==> config.mk <==
export PLATFORM = sky130hd
export DESIGN_NAME = gpio_mmio
export DESIGN_NICKNAME = d
export VERILOG_FILES = /design/src/rtl/gpio_mmio.sv
export SDC_FILE = /design/constraint.sdc
export NUM_CORES = 1
export LEC_CHECK = 0
export CAP_MARGIN = 20
export CORE_UTILIZATION = 50
export DETAILED_ROUTE_END_ITERATION = 8
export GPL_TIMING_DRIVEN = 0
export PLACE_DENSITY = 0.79
export SYNTH_ARGS = -nofsm -noshare
export SYNTH_HDL_FRONTEND = slang
export SYNTH_SLANG_ARGS = --single-unit
export TNS_END_PERCENT = 100
==> constraint.sdc <==
create_clock -name clock -period 9.9 [get_ports clock]
set_input_delay 1.485 -clock clock [delete_from_list [all_inputs] [get_ports clock]]
set_output_delay 1.485 -clock clock [all_outputs]
set_load 0.01 [all_outputs]
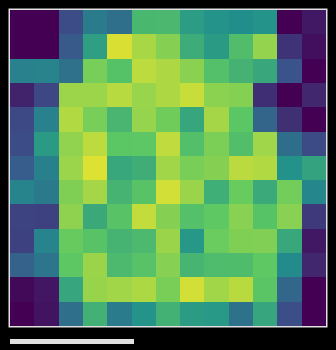
**Above:** run 1 (placement density heat map).
Scale bar: 50 µm. The die is cut into 13 by 13 equal tiles; dark purple is low, yellow is high, 0 to 100% covered.
tiles over 75% full: 35%
mean over tiles: 57%
nearly empty tiles: 6.5%
fullest tile: 95%
fin util: 0.625
core region area: 0.0153 mm²

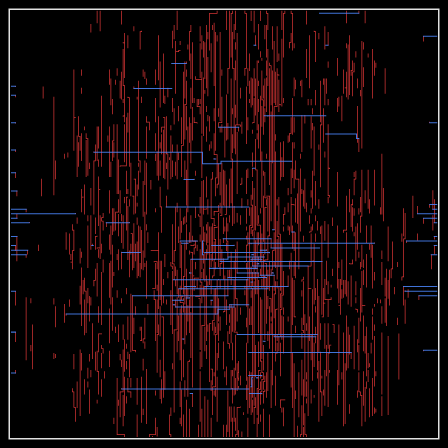
**Above:** run 1 (metal layers overlaid).
Two of the layers only.
legend:
  red:
    layer: met2
    wire_length: 7,850 µm
  blue:
    layer: met3
    wire_length: 798 µm
wire length per cell: 17.9 µm
Overall Global Routing Usage: 0.206

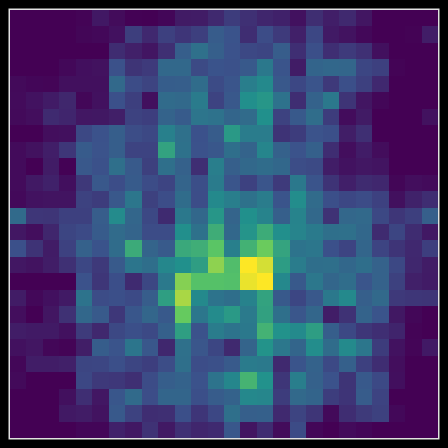
**Above:** run 1 (wire density map).
The die is cut into 26 by 26 equal tiles; dark purple is low, yellow is high, scaled to the fullest tile. Values are wire area over tile area, all layers added.
mean over tiles: 0.16
densest ninth of the die: centre
tiles over half the peak: 5.8%
emptiest ninth of the die: north-west
Vias: 4,755
final WL: 15,800 µm

==> metrics.yaml, run 1 <==
grt_max_degree: 104
largest_area_cell: "dfrtp_1"
r2r_cells: 3
cts_buffer_depth: 3
cp_slowest_cell: "clkdlybuf4s50_1"
n_antenna_cell: 0
switching_power_uw: 733
drive_gt1_frac: 0.153
clk_latency_ps: 490
crit_path_cell_trace: "nor4_1 -> nand4_1 -> o21a_1 -> clkdlybuf4s50_1"
place.gp.congestion: 0.830
hold_violations: 0
die_area_mm2: 0.0163
cp.depth: 4
dr.first_iter.drc_count: 254
slew_headroom: 0.435
cts.hold.buffers_added: 0
rsz0062_at_grt: "false"
via_per_inst: 5.37
maxCapViolations: 0
setup_tns_ps: 0
tightest_slew_ps: 842
edf_count: 0
dp_cells: 853
grt_first_pass_wirelength_um: 25900
largest_reg_flops: 72
synth_flop_count: 202
grt_overflow_total: 0
topCellsByArea: "dfrtp_1 64%, mux2_2 6.8%, nor3b_1 4.3%"
h-tree-depth: 1
swShare: 0.291
comb_power_share: 0.234
ios: 90
max_freq_mhz: 270
fin_worst_skew_ps: 9.94
io_buffers: 72
ys_types: 45
critPathTopFamily: "simple AND/OR/NAND/NOR gates"
syn_to_final_growth_pct: 20.9
worstPathMaxFanout: 3
clkTransAtPathRegs_ps: 60
status: "completed"
synth_warnings: 0
timing.critical_path.buf_inv: 1
syn_area_mm2: 0.00792
seqPwrFrac: 0.484
die_y_um: 128
seqCellArea_mm2: 0.00505
period_used_share: 0.374
## run 1: worst reg2reg max path: cells and delay by family, from the launching register on
kind | cells | cell delay, ps
multiplexers | 1 | 540
AND-OR/OR-AND | 1 | 430
flip-flops | 1 | 410
AND/OR/NAND/NOR | 1 | 90
## run 1: layout by cell type (no fill, tap or decap), types with 3 or more instances in the layout
| master | count |
|---|---|
| a221oi_1 | 3 |
| and2_1 | 3 |
| clkbuf_8 | 4 |
| xor2_1 | 3 |
| mux2i_1 | 4 |
| o21ai_0 | 3 |
| dfrtp_1 | 202 |
| clkbuf_1 | 6 |
| nand2_1 | 21 |
| nor2b_1 | 26 |
| a21oi_1 | 3 |
| mux2_2 | 48 |
| clkbuf_16 | 21 |
| ha_1 | 24 |
| a21o_1 | 8 |
| clkinv_2 | 4 |
| nor3b_1 | 45 |
| inv_1 | 24 |
| nor3_1 | 25 |
| a22o_1 | 33 |
| clkdlybuf4s50_1 | 72 |
| nor4_1 | 6 |
| conb_1 | 8 |
| mux4_2 | 3 |
| buf_2 | 4 |
| xnor2_1 | 24 |
| nor2_1 | 10 |
| buf_4 | 9 |
## run 1: area by class of cell
cell class              count  share of cell area
flip-flops and latches    202               0.528
multi-input cells         323               0.278
repair buffers             73              0.0781
clock buffers              28              0.0618
well taps                 211              0.0276
plain buffers              19              0.0142
inverters                  25              0.0106
clock inverters             4             0.00209
## run 1: power by group through the flow
stage	registers (µW)	logic, µW	clock network, µW
global placement	1210	543	0
floorplan	1180	410	0
global route	1240	661	760
detailed placement	1230	589	0
CTS	1220	598	731
finish	1220	589	711
## run 1: kinds of logic after synthesis
group,count (synthesis),share of synthesized area
compound gates,59,0.0615
xor+xnor,27,0.0299
fa+ha+maj,24,0.0379
buf+inv,44,0.0291
flops,202,0.639
mux,57,0.0885
other cells,1,0.000474
simple gates,148,0.114
## run 1: stage by stage
stage / total power (µW) / hold slack [ps] / instance area (µm²)
2_1_floorplan: 1590 / 331 / 7940
3_3_place_gp: 1760 / 333 / 8930
3_5_place_dp: 1820 / 335 / 8960
4_1_cts: 2550 / 348 / 9570
5_1_grt: 2660 / 353 / 9570
6_report: 2520 / 346 / 9570
## run 1: metal layers
| layer | up-vias | global-route usage | wire length, µm |
|---|---|---|---|
| li1 | 2182 | - | - |
| met3 | 39 | 0.0334 | 798 |
| met4 | 0 | 0.0761 | 483 |
| met5 | - | 0 | 0 |
| met1 | 2396 | 0.268 | 6710 |
| met2 | 138 | 0.349 | 7850 |
## run 1: Yosys cell counts, types with 2 or more instances
cell and number:
a21oi_1 3, nor4_1 6, clkbuf_1 3, a22o_1 33, ha_1 24, nor2b_1 26
a31oi_1 2, xor2_1 3, mux4_1 2, o21ai_0 3, nor2_1 10, inv_1 25
and2_1 3, nand2_1 21, a221oi_1 3, mux2i_1 4, buf_6 2, nor3b_1 45
a21o_1 8, buf_2 4, dfrtp_1 202, xnor2_1 24, buf_4 9, mux2_2 48
mux4_2 3, nor3_2 2, a221o_1 2, nor3_1 25
==> run 2: changes to the inputs <==
==> constraint.sdc (replaced) <==
create_clock -name clock -period 3.7 [get_ports clock]
set_input_delay 0.555 -clock clock [delete_from_list [all_inputs] [get_ports clock]]
set_output_delay 0.555 -clock clock [all_outputs]
set_load 0.01 [all_outputs]
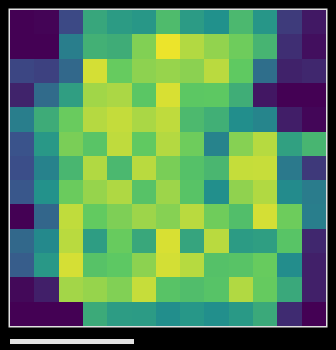
**Above:** run 2 (placement density heat map).
Scale bar: 50 µm. The die is cut into 13 by 13 equal tiles; dark purple is low, yellow is high, 0 to 100% covered.
tiles over 75% full: 37%
fullest tile: 97%
nearly empty tiles: 7.1%
mean over tiles: 58%
fin util: 0.633
Starting Density: 0.517

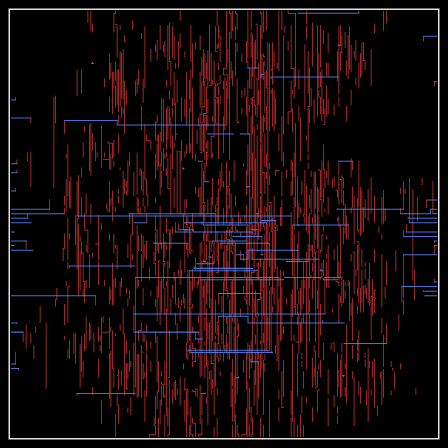
**Above:** run 2 (metal layers overlaid).
Two of the layers only.
legend:
  red:
    layer: met2
    wire_length: 7,690 µm
  blue:
    layer: met3
    wire_length: 948 µm
wire length per cell: 17.8 µm
Vias: 4,771

==> metrics.yaml, run 2 <==
grt_first_pass_wirelength_um: 26300  # was 25,900 µm
dp_cells: 857  # was 853
top_cell: "dfrtp_1"  # unchanged
fin_worst_skew_ps: 8.70  # was 9.94 ps
mostFrequentLayoutCells: "202 x dfrtp_1, 72 x clkdlybuf4s50_1, 48 x mux2_2"  # unchanged
dpl_cell_area_mm2: 0.00903  # was 0.00896 mm²
seqPwrFrac: 0.477  # was 0.484
status: "completed"  # unchanged
tightest_slew_ps: 904  # was 842 ps
edf_count: 0  # unchanged
synth_flop_count: 202  # unchanged
routed_wl_um: 15900  # was 15,800 µm
drive_gt1_frac: 0.163  # was 0.153
n_antenna_cell: 0  # unchanged
io_buffers: 72  # unchanged
common_cells: "202 x dfrtp_1, 48 x mux2_2, 45 x nor3b_1"  # unchanged
clk_latency_ps: 490  # about the same
p_total_uw: 6830  # was 2520 µW
die_area_mm2: 0.0163  # unchanged
syn_area_mm2: 0.00792  # unchanged
cts_buffer_depth: 3  # unchanged
place.gp.congestion: 0.806  # was 0.830
via_per_inst: 5.34  # was 5.37
ys_types: 45  # unchanged
slew_headroom: 0.396  # was 0.435
largest_area_cell: "dfrtp_1"  # unchanged
rsz0062_at_grt: "false"  # unchanged
topCellsByArea: "dfrtp_1 64%, mux2_2 6.8%, nor3b_1 4.3%"  # unchanged
hold_violations: 0  # unchanged
hold_ws_ps: 346  # about the same
switching_power_uw: 1980  # was 733 µW
r2r_cells: 3  # unchanged
fin_area_mm2: 0.00969  # was 0.00957 mm²
maxCapViolations: 0  # unchanged
ios: 90  # unchanged
track_usage: 0.207  # was 0.206
coreArea_mm2: 0.0153  # unchanged
max_freq_mhz: 364
synth_warnings: 0  # unchanged
die_y_um: 128  # unchanged
swShare: 0.289  # was 0.291
grt_overflow_total: 0  # unchanged
h-tree-depth: 1  # unchanged
-- run 2: cell counts after synthesis --
Identical to the previous run, type by type.
-- run 2: cell families after synthesis --
logic type	Yosys count	share of synthesized area
AOI/OAI and AO/OA	59	0.0615
xor gates and xnor gates	27	0.0299
adders and majority gates	24	0.0379
buffers and inverters	44	0.0291
DFF	202	0.639
muxes	57	0.0885
other	1	0.000474
and+or+nand+nor	148	0.114
-- run 2: metal layers --
layer | vias up | routed length [µm] | part of all wire | GRT usage
li1 | 2185 | - | - | -
met1 | 2414 | 6780 | 0.43 | 0.275
met2 | 138 | 7690 | 0.48 | 0.341
met3 | 34 | 947 | 0.060 | 0.0363
met4 | 0 | 469 | 0.030 | 0.0810
met5 | - | 0 | 0 | 0
-- run 2: through the flow --
| step | setup TNS (ps) | utilization |
|---|---|---|
| 6_report | 0 | 0.633 |
| 5_1_grt | 0 | 0.633 |
| 4_1_cts | 0 | 0.633 |
| 3_5_place_dp | 0 | 0.590 |
| 3_3_place_gp | -157010 | 0.583 |
| 2_1_floorplan | 0 | - |
-- run 2: area by class of cell --
class / count / area [µm²] / area share
clock inverter: 5 / 25.0 / 0.00258
inverter: 25 / 97.6 / 0.0101
timing repair buffer: 77 / 821 / 0.0847
sequential: 202 / 5050 / 0.522
clock buffer: 31 / 633 / 0.0653
buffer: 19 / 136 / 0.0141
multi-input combinational: 323 / 2660 / 0.274
tap: 211 / 264 / 0.0272
-- run 2: power by group through the flow --
| stage | clock [µW] | sequential (µW) | combinational [µW] |
|---|---|---|---|
| floorplan | 0 | 3160 | 1100 |
| global placement | 0 | 3250 | 1460 |
| detailed placement | 0 | 3280 | 1590 |
| CTS | 2030 | 3260 | 1600 |
| global route | 2120 | 3330 | 1770 |
| finish | 1990 | 3260 | 1580 |
-- run 2: worst max-delay path: stages, from the launching register on --
cell and delay, ps:
dfrtp_1 420, nor4_1 390, nand4_1 170, o21a_1 250, clkdlybuf4s50_1 490
Power is estimated from default activity; no workload was simulated.
